Fig. 1: run 1, signal wires by layer
Scale: 4 px per µm.
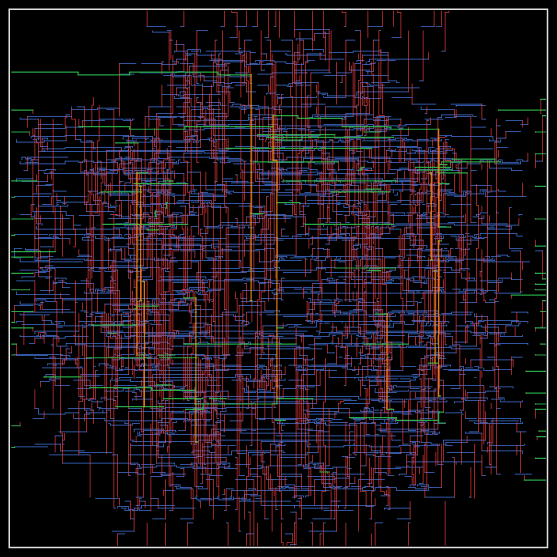
Fig. 2: run 1, floorplan with the power grid
Scale: 4 px per µm. Pins as bars on the die edge. Tap cells in grey.
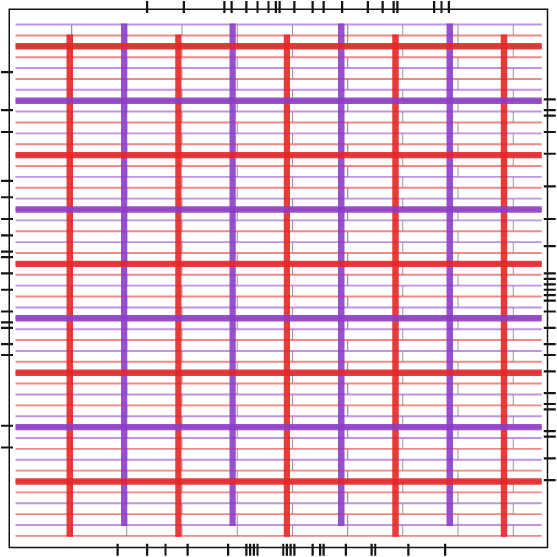
Fig. 3: run 1, placed cells, one colour a class
Scale: 4 px per µm. Fill, decap, tap and diode cells in grey.
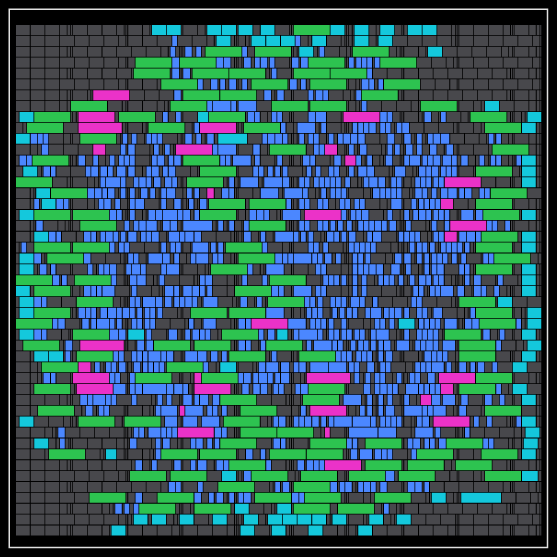
Fig. 4: run 1, routing congestion
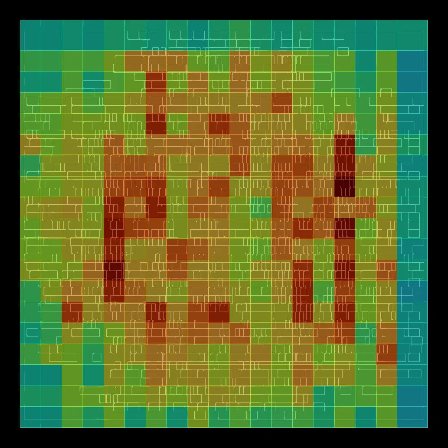
[src/rtl/blink_period_meter_if.sv]
// blink_period_meter_if: measured input wave and result bus of the blink period meter.
interface blink_period_meter_if #(parameter int WIDTH = 26);
  logic             sig_in;
  logic [WIDTH-1:0] high_count;
  logic [WIDTH-1:0] low_count;
  logic [WIDTH:0]   period;
  logic             meas_valid;
  logic             ovf;
  logic             LED0;
  modport master (output sig_in, input high_count, low_count, period, meas_valid, ovf, LED0);
  modport slave  (input sig_in, output high_count, low_count, period, meas_valid, ovf, LED0);
endinterface

[src/rtl/blink_period_meter.sv]
// blink_period_meter: synchronises a square wave and reports high time, low time and
// period of each complete cycle in clock ticks, with saturation flag and lock LED.
module blink_period_meter #(
  parameter int WIDTH       = 26,
  parameter int SYNC_STAGES = 2
) (
  input logic                 CLK50M,
  input logic                 reset,
  blink_period_meter_if.slave bus
);
  localparam logic [WIDTH-1:0] MAX    = '1;
  localparam logic [WIDTH-1:0] SETTLE = WIDTH'(SYNC_STAGES);
  typedef enum logic [1:0] {WAIT_LOW, WAIT_RISE, MEAS_HIGH, MEAS_LOW} state_t;
  state_t               state_q, state_d;
  logic [SYNC_STAGES-1:0] sync_q;
  logic                 sig_d_q;
  logic [WIDTH-1:0]     cnt_q, cnt_d, hi_lat_q, hi_lat_d, high_q, high_d, low_q, low_d;
  logic [WIDTH:0]       period_q, period_d;
  logic                 hi_sat_q, hi_sat_d, ovf_q, ovf_d, mv_q, mv_d, led_q, led_d;
  logic                 sig_s, rise, fall, new_ovf;
  logic [WIDTH-1:0]     cnt_inc;
  assign sig_s   = sync_q[SYNC_STAGES-1];
  assign rise    = sig_s & ~sig_d_q;
  assign fall    = ~sig_s & sig_d_q;
  assign cnt_inc = (cnt_q == MAX) ? MAX : cnt_q + 1'b1;
  assign new_ovf = hi_sat_q | (cnt_q == MAX);
  always_ff @(posedge CLK50M or negedge reset) begin
    if (!reset) begin
      state_q  <= WAIT_LOW;
      sync_q   <= '0;
      sig_d_q  <= 1'b0;
      cnt_q    <= '0;
      hi_lat_q <= '0;
      hi_sat_q <= 1'b0;
      high_q   <= '0;
      low_q    <= '0;
      period_q <= '0;
      ovf_q    <= 1'b0;
      mv_q     <= 1'b0;
      led_q    <= 1'b0;
    end else begin
      state_q  <= state_d;
      sync_q   <= {sync_q[SYNC_STAGES-2:0], bus.sig_in};
      sig_d_q  <= sig_s;
      cnt_q    <= cnt_d;
      hi_lat_q <= hi_lat_d;
      hi_sat_q <= hi_sat_d;
      high_q   <= high_d;
      low_q    <= low_d;
      period_q <= period_d;
      ovf_q    <= ovf_d;
      mv_q     <= mv_d;
      led_q    <= led_d;
    end
  end
  always_comb begin
    state_d  = state_q;
    cnt_d    = cnt_q;
    hi_lat_d = hi_lat_q;
    hi_sat_d = hi_sat_q;
    high_d   = high_q;
    low_d    = low_q;
    period_d = period_q;
    ovf_d    = ovf_q;
    mv_d     = 1'b0;
    led_d    = led_q;
    case (state_q)
      // cnt doubles as a settle timer so a level still in the synchroniser is not mistaken for low
      WAIT_LOW: begin
        cnt_d   = cnt_inc;
        state_d = (cnt_q >= SETTLE && !sig_s) ? WAIT_RISE : WAIT_LOW;
      end
      WAIT_RISE: begin
        cnt_d   = rise ? WIDTH'(1) : cnt_q;
        state_d = rise ? MEAS_HIGH : WAIT_RISE;
      end
      MEAS_HIGH: begin
        cnt_d    = fall ? WIDTH'(1) : cnt_inc;
        hi_lat_d = fall ? cnt_q : hi_lat_q;
        hi_sat_d = fall ? (cnt_q == MAX) : hi_sat_q;
        state_d  = fall ? MEAS_LOW : MEAS_HIGH;
      end
      default: begin
        cnt_d   = rise ? WIDTH'(1) : cnt_inc;
        state_d = rise ? MEAS_HIGH : MEAS_LOW;
        if (rise) begin
          high_d   = hi_lat_q;
          low_d    = cnt_q;
          period_d = {1'b0, hi_lat_q} + {1'b0, cnt_q};
          ovf_d    = new_ovf;
          mv_d     = 1'b1;
          led_d    = ~new_ovf;
        end
      end
    endcase
  end
  assign bus.high_count = high_q;
  assign bus.low_count  = low_q;
  assign bus.period     = period_q;
  assign bus.meas_valid = mv_q;
  assign bus.ovf        = ovf_q;
  assign bus.LED0       = led_q;
endmodule
[src/flat_wrapper.sv]
// flat-port wrapper written by rule: the top's interface ports become plain ports
module blink_period_meter_flat 
#(
  parameter int WIDTH       = 26,
  parameter int SYNC_STAGES = 2
)
  (CLK50M, reset, bus_sig_in, bus_high_count, bus_low_count, bus_period, bus_meas_valid, bus_ovf, bus_LED0);
  blink_period_meter_if #(.WIDTH(WIDTH)) bus_i ();
  input logic CLK50M;
  input logic reset;
  input wire logic [$bits(bus_i.sig_in)-1:0] bus_sig_in;
  output wire logic [$bits(bus_i.high_count)-1:0] bus_high_count;
  output wire logic [$bits(bus_i.low_count)-1:0] bus_low_count;
  output wire logic [$bits(bus_i.period)-1:0] bus_period;
  output wire logic [$bits(bus_i.meas_valid)-1:0] bus_meas_valid;
  output wire logic [$bits(bus_i.ovf)-1:0] bus_ovf;
  output wire logic [$bits(bus_i.LED0)-1:0] bus_LED0;
  assign bus_i.sig_in = bus_sig_in;
  assign bus_high_count = bus_i.high_count;
  assign bus_low_count = bus_i.low_count;
  assign bus_period = bus_i.period;
  assign bus_meas_valid = bus_i.meas_valid;
  assign bus_ovf = bus_i.ovf;
  assign bus_LED0 = bus_i.LED0;
  blink_period_meter #(.WIDTH(WIDTH), .SYNC_STAGES(SYNC_STAGES)) u_core (.CLK50M(CLK50M), .reset(reset), .bus(bus_i));
endmodule
[config.mk]
export PLATFORM = sky130hd
export DESIGN_NAME = blink_period_meter_flat
export DESIGN_NICKNAME = d
export VERILOG_FILES = /design/src/rtl/blink_period_meter_if.sv /design/src/rtl/blink_period_meter.sv /design/src/flat_wrapper.sv
export SDC_FILE = /design/constraint.sdc
export NUM_CORES = 1
export LEC_CHECK = 0
export ABC_AREA = 1
export CAP_MARGIN = 40
export CORE_UTILIZATION = 45
export DETAILED_ROUTE_END_ITERATION = 8
export HOLD_SLACK_MARGIN = 0.15
export PLACE_DENSITY = 0.71
export SLEW_MARGIN = 20
export SYNTH_ARGS = -nofsm -noshare
export SYNTH_HDL_FRONTEND = slang
export SYNTH_SLANG_ARGS = --single-unit
[constraint.sdc]
create_clock -name CLK50M -period 6.3 [get_ports CLK50M]
set_clock_uncertainty 0.15 [all_clocks]
set_input_delay 1.26 -clock CLK50M [delete_from_list [all_inputs] [get_ports CLK50M]]
set_output_delay 1.26 -clock CLK50M [all_outputs]
set_load 0.01 [all_outputs]
==> flow_metrics.env, run 1 <==
# flow metrics
export IMPL_ys_warn_count=0
export IMPL_dp_cells=1357
export IMPL_compound_area_frac=0.0983
export IMPL_cts_max_path_buffers=2
export IMPL_insertion_delay_ns=0.43
export IMPL_synth_cell_types=37
export IMPL_fp_utilization=0.468
export IMPL_drt_iter0_drc=555
export IMPL_required_ns=4.89
export IMPL_ys_ff=140
export IMPL_fmax_mhz=364
export IMPL_dp_hpwl_mm=14.5
export IMPL_final_nets=1189
export IMPL_viasPerCell=5.01
export IMPL_status="complete, no violations"
export IMPL_synth_nets=1106
export IMPL_cts_tree="done"
export IMPL_fillers=1634
export IMPL_holdPathEnd="u_core.sig_d_q"
export IMPL_power_mw=2.42
export IMPL_synth_cells=1074
export IMPL_lay_top_count="nand2_1"
export IMPL_gp_congestion=0.922
export IMPL_cts_sinks=140
export IMPL_drc=0
export IMPL_finalNonFillerCells=1390
export IMPL_crit_path_max_fanout=2
export IMPL_yosysTopAreaCell="dfrtp_1"
export IMPL_ys_sh_xor=0.0189
export IMPL_start_kind="flop"
export IMPL_ctsHoldBuffers=0
export IMPL_ys_chip_area_mm2=0.00786
export IMPL_clock_root_buffer="clkbuf_16"
export IMPL_antenna_found_initial=0
export IMPL_cts_resized=0
export IMPL_tightest_slew_ns=0.732
export IMPL_ys_cells=1074
export IMPL_warnings=28
export IMPL_min_from="u_core.sync_q[1]"
export IMPL_arrival_ns=1.34
export IMPL_peakVddDrop_v=0.000177
export IMPL_netlist_area_mm2=0.00786
export IMPL_setup_viol=0
export IMPL_drive_gt1_frac=0.0607
export IMPL_track_usage=0.230
export IMPL_chipArea_mm2=0.0180
export IMPL_drt_pass1_iter_count=5
export IMPL_syn2layout_area_growth_pct=21.5
export IMPL_hold_path_depth=0
export IMPL_fin_crit_ns=2.75
export IMPL_ant_nets=0
export IMPL_hold_slack_ns=0.233
export IMPL_grt_max_degree=108
export IMPL_rrSetupSlack_ns=3.60
export IMPL_synthAdderAreaFrac=0.0471
export IMPL_cts_htree_levels=4
export IMPL_end_kind="output port"
export IMPL_grt_pass1_vias=6518
export IMPL_cp_num_buf_inv=1
export IMPL_r2r_start="u_core.sig_d_q"
export IMPL_fin_ws_ns=3.55
export IMPL_r2r_end="u_core.bus.high_count[6]"
export IMPL_path_delay_family="buffers and inverters"
export IMPL_maxCapViolCount=0
export IMPL_cp_cell_sequence="clkdlybuf4s50_1"
export IMPL_rsz0062_at_grt="false"
export IMPL_period_used=0.436
export IMPL_r2r_cells=8
export IMPL_mostFrequentLayoutCells="nand2_1 (374), inv_1 (155), dfrtp_1 (140), o21ai_0 (109), clkdlybuf4s50_1 (83)"
export IMPL_top_cells_by_area="dfrtp_1 (45%), nand2_1 (18%), inv_1 (7.4%), o21ai_0 (6.9%), ha_1 (4.5%)"
export IMPL_ios=85
export IMPL_synth_area_mux_share=0
export IMPL_hp_class="flop to flop"
export IMPL_powerDensity_mw_per_mm2=253
export IMPL_insertedDiodeCount=0
export IMPL_yosys_area_top_type_share=0.446
export IMPL_post_dp_cell_area_mm2=0.00894
export IMPL_tns_ns=0
export IMPL_report_final_slew_viol_count=0
export IMPL_grt_pass1_wl_mm=32.2
Back to the opening pictures, Fig. 1:
legend:
  red:
    layer: M2
    wire_length: 9140 µm
  orange:
    layer: M4
    wire_length: 401 µm
  green:
    layer: M3
    wire_length: 871 µm
  blue:
    layer: M1
    wire_length: 8910 µm
drt total wl: 19.3 mm
DR vias: 6957
routed length per instance: 13.9 µm

Back to the opening pictures, Fig. 2:
legend:
  red:
    net: VSS
  purple:
    net: VDD
met4 straps: 9
tap cells: 220
met5 straps: 9
met1 rails: 48
rows: 47
core region area: 0.0168 mm²
Die Width: 134 µm

Back to the opening pictures, Fig. 3:
legend:
  blue:
    class: remaining logic cells
    cells: 906
  cyan:
    class: remaining buffers and delay cells
    cells: 92
  magenta:
    class: clock drivers and dummy loads
    cells: 32
  green:
    class: registers
    cells: 140
sequential share of cell area: 0.367
Finished Cell Area: 0.00956 mm²
Std-Cell Rows: 47
Final Util: 0.568

Back to the opening pictures, Fig. 4:
grt met3 use: 0.0404
grt met2 use: 0.369
GRT Max-Usage Layer: met2

[run 1: synth_stat cells, drive strengths merged]
master  instances
a31oi           2
buf            13
o21ai         126
xor2            8
or2             3
nand4          14
clkbuf         15
o21bai          2
inv           159
nor2           68
xnor2           9
o21a            1
ha             28
nand2         379
nor3b           2
and2            3
nand3b          2
dfrtp         140
a21oi          17
nor3           13
nand3          67
fa              1
nor4            2
[run 1: worst max-delay path by stage]
stage / slack [ns] / end / start / cells after the start
3_5_place_dp: 3.60 / u_core.bus.period[8] / u_core.sig_d_q / 7
4_1_cts: 3.54 / bus_LED0 / u_core.bus.LED0 / 1
2_1_floorplan: 4.31 / u_core.bus.period[18] / u_core.cnt_q[0] / 12
3_3_place_gp: 3.19 / u_core.bus.high_count[7] / u_core.sig_d_q / 7
6_report: 3.55 / bus_high_count[5] / u_core.bus.high_count[5] / 1
5_1_grt: 3.32 / u_core.bus.high_count[3] / u_core.sync_q[1] / 9
[run 1: report_power, final]
group / switching [mW] / internal, mW
clock network: 0.390 / 0.625
logic: 0.215 / 0.167
registers: 0.0583 / 0.964
[run 1: worst register-to-register path, delay by kind of cell (launching register included)]
kind            cells  cell delay (ns)
buf+inv             4             1.20
simple gates        3             0.75
flops               1             0.39
compound gates      1             0.08
[run 1: state kept, by name (all words and copies together) (netlist names), 2 cells and up]
signal,cells
u_core.bus.high_count,26
u_core.bus.low_count,26
u_core.hi_lat_q,26
u_core.bus.period,27
u_core.cnt_q,26
u_core.sync_q,2
u_core.state_q,2
[run 1: cells by family after synthesis]
family,after synthesis
AND/OR/NAND/NOR,553
buffers and inverters,187
AND-OR/OR-AND,148
flip-flops,140
adder cells (fa/ha/maj),29
XOR/XNOR,17
[run 1: metal layers]
metal	vias up	GRT usage	wire [µm]
met5	-	0	0
met4	0	0.0868	401
met3	26	0.0404	870
met2	172	0.369	9140
met1	3207	0.310	8910
li1	3552	-	-
[run 1: cell type report]
class	count	area [µm²]	area share
repair buffers	92	946	0.0990
multi-input cells	747	3630	0.380
clock buffers	19	433	0.0453
inverters	159	598	0.0626
well taps	220	275	0.0288
clock inverters	13	168	0.0175
flip-flops and latches	140	3500	0.367
Fig. 5: run 1, clock distribution
Scale: 3 px per µm.
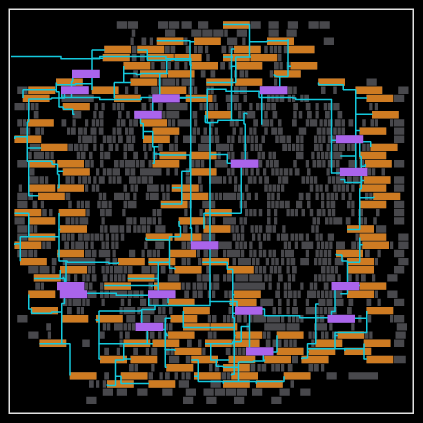

==> run 2: changes to the inputs <==
--- a/config.mk
+++ b/config.mk
@@ -10,7 +10,7 @@
 export CORE_UTILIZATION = 45
 export DETAILED_ROUTE_END_ITERATION = 8
 export HOLD_SLACK_MARGIN = 0.15
-export PLACE_DENSITY = 0.71
+export PLACE_DENSITY = 0.73
 export SLEW_MARGIN = 20
 export SYNTH_ARGS = -nofsm -noshare
 export SYNTH_HDL_FRONTEND = slang
==> constraint.sdc (replaced) <==
create_clock -name CLK50M -period 2.4 [get_ports CLK50M]
set_clock_uncertainty 0.15 [all_clocks]
set_input_delay 0.48 -clock CLK50M [delete_from_list [all_inputs] [get_ports CLK50M]]
set_output_delay 0.48 -clock CLK50M [all_outputs]
set_load 0.01 [all_outputs]
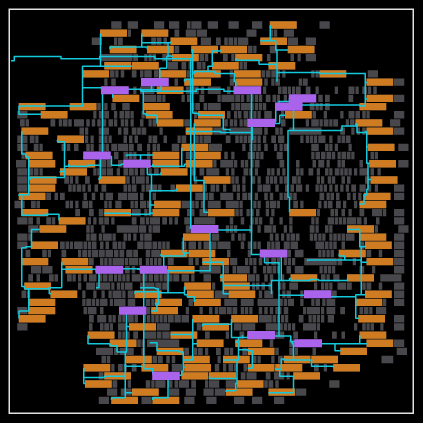
Fig. 6. Clock distribution (run 2).
Scale: 3 px per µm.
legend:
  orange:
    item: flip-flops
    count: 140
  purple:
    item: clock-net drivers
    count: 17
  cyan:
    item: clock wires
    length: 1820 µm
routed clock nets: 18
power share of the clock group: 0.444
clock latency on the worst-skew pair: 0.43 ns
clk pwr: 2.96 mW

==> flow_metrics.env, run 2 <==
# flow metrics
export IMPL_status="complete, no violations"
export IMPL_grt_pass1_wl_mm=34.3
export IMPL_drt_pass1_iter_count=5
export IMPL_hp_class="flop to flop"
export IMPL_power_mw=6.66
export IMPL_ys_chip_area_mm2=0.00786
export IMPL_via_count=7253
export IMPL_r2r_cells=11
export IMPL_end_kind="flop"
export IMPL_drive_gt1_frac=0.0843
export IMPL_peakVddDrop_v=0.000504
export IMPL_yosysTopAreaCell="dfrtp_1"
export IMPL_common_cells="nand2_1 (374), inv_1 (156), dfrtp_1 (140), o21ai_0 (109), nand3_1 (63)"
export IMPL_compound_area_frac=0.0983
export IMPL_fin_crit_ns=2.18
export IMPL_maxCapViolCount=0
export IMPL_grt_max_degree=69
export IMPL_r2r_end="u_core.cnt_q[18]"
export IMPL_start_kind="flop"
export IMPL_fmax_mhz=458
export IMPL_powerDensity_mw_per_mm2=677
export IMPL_dp_hpwl_mm=15.6
export IMPL_viasPerCell=5.11
export IMPL_chipArea_mm2=0.0180
export IMPL_mostFrequentLayoutCells="nand2_1 (373), inv_1 (155), dfrtp_1 (140), o21ai_0 (109), clkdlybuf4s50_1 (83)"
export IMPL_min_from="u_core.sync_q[0]"
export IMPL_holdPathEnd="u_core.sync_q[1]"
export IMPL_drt_iter0_drc=578
export IMPL_flop_cell="dfrtp_1"
export IMPL_antenna_found_initial=0
export IMPL_async_flop_share=1.00
export IMPL_netlist_area_mm2=0.00786
export IMPL_clkSlewWorstSetupHoldPaths_ns=0.06
export IMPL_clock_root_buffer="clkbuf_16"
export IMPL_ys_sh_xor=0.0189
export IMPL_edf_count=0
export IMPL_seqPwrFrac=0.399
export IMPL_synth_nets=1106
export IMPL_fp_dieH_um=134
export IMPL_crit_path_max_fanout=5
export IMPL_num_rows=47
export IMPL_rsz0062_at_grt="false"
export IMPL_core_area_mm2=0.0168
export IMPL_insertedDiodeCount=0
export IMPL_r2r_start="u_core.cnt_q[0]"
export IMPL_final_nets=1217
export IMPL_rrSetupSlack_ns=0.22
export IMPL_fp_utilization=0.468
export IMPL_cts_max_path_buffers=2
export IMPL_gp_congestion=0.916
export IMPL_tns_ns=0
export IMPL_hold_path_depth=0
export IMPL_fp_dieW_um=134
export IMPL_wl_per_cell_um=14.7
export IMPL_synth_cells=1074
export IMPL_cts_sinks=140
export IMPL_ys_cells=1074
export IMPL_synthAdderAreaFrac=0.0471
export IMPL_fillers=1573
export IMPL_net_switching_power_mw=1.73
export IMPL_ant_nets=0
export IMPL_grt_pass1_vias=6913
export IMPL_cts_htree_levels=4
export IMPL_syn2layout_area_growth_pct=25.1
export IMPL_top_cells_by_area="dfrtp_1 (45%), nand2_1 (18%), inv_1 (7.4%), o21ai_0 (6.9%), ha_1 (4.5%)"
export IMPL_drc=0
export IMPL_tightest_slew_ns=0.599
export IMPL_overflow=0
export IMPL_intPower_mw=4.93
export IMPL_synth_area_mux_share=0
export IMPL_postLayoutCoreUtil=0.585
export IMPL_track_usage=0.246
export IMPL_setup_viol=0
export IMPL_period_used=0.910
export IMPL_ys_ff=140
export IMPL_post_synth_top_count_cell="nand2_1"
export IMPL_wl_mm=20.8
export IMPL_cts_tree="done"
export IMPL_ios=85
export IMPL_warnings=27
export IMPL_yosys_area_top_type_share=0.446
export IMPL_arrival_ns=2.33
export IMPL_lay_top_count="nand2_1"
export IMPL_synth_cell_types=37
export IMPL_report_final_slew_viol_count=0
export IMPL_largest_register_ffs=27
export IMPL_required_ns=2.54
export IMPL_p_comb_frac=0.157
[run 2: cell counts after synthesis]
No cell type changed its count.
[run 2: worst max-delay path: stages, from the launching register on]
cell,delay (ns)
dfrtp_1,0.37
buf_4,0.16
ha_1,0.18
nand2_2,0.07
inv_1,0.11
nand3_1,0.10
nor2_1,0.23
nand2_1,0.18
o21ai_0,0.24
nand3_1,0.10
nand2_1,0.07
o21ai_0,0.10
[run 2: cell families after synthesis]
family,count (synthesis)
adder cells (fa/ha/maj),29
flip-flops,140
AND/OR/NAND/NOR,553
AND-OR/OR-AND,148
buffers and inverters,187
XOR/XNOR,17
[run 2: per-layer routing]
layer  wire length (µm)  track usage
met2               9590        0.391
met5                  0            0
met3               1180       0.0499
met1               9410        0.327
met4                637        0.109
[run 2: repair_timing]
| action | 4_1_cts | 5_1_grt |
|---|---|---|
| setup endpoints to repair | 0 | 2 |
| hold endpoints to repair | 48 | 0 |
| gates resized | 0 | 1 |
| hold buffers | 1 | 0 |
[run 2: cell type report]
cell class / instances / area (µm²) / share of cell area
Multi-Input combinational cell: 747 / 3640 / 0.370
Sequential cell: 140 / 3500 / 0.356
Timing Repair Buffer: 120 / 1160 / 0.118
Inverter: 159 / 598 / 0.0608
Clock buffer: 21 / 480 / 0.0488
Tap cell: 220 / 275 / 0.0280
Clock inverter: 11 / 188 / 0.0191
[run 2: worst max-delay path by stage]
stage,from,end,slack (ns),cells past startpoint
floorplan,u_core.cnt_q[0],u_core.bus.period[18],0.41,12
global placement,u_core.cnt_q[0],u_core.bus.period[18],0.26,12
detailed placement,u_core.cnt_q[0],u_core.bus.period[18],0.22,13
CTS,u_core.cnt_q[0],u_core.bus.period[18],0.21,13
global route,u_core.cnt_q[0],u_core.bus.period[18],0.06,13
finish,u_core.cnt_q[0],u_core.cnt_q[18],0.22,11
[run 2: metrics by stage]
step	instances	hold WS [ns]	cell area [µm²]	setup WS (ns)
6_report	1418	0.205	9840	0.215
3_3_place_gp	1384	0.184	9150	0.264
2_1_floorplan	1074	0.0344	7860	0.407
4_1_cts	1418	0.203	9830	0.212
3_5_place_dp	1385	0.190	9160	0.219
5_1_grt	1418	0.219	9840	0.0560
[run 2: power groups by stage]
stage	clock (mW)	sequential, mW	combinational [mW]
finish	2.96	2.66	1.05
global route	3.10	2.68	1.16
CTS	3.00	2.66	1.05
detailed placement	0	2.70	1.04
global placement	0	2.69	1.02
floorplan	0	2.74	0.501
Power and IR drop assume default switching activity.
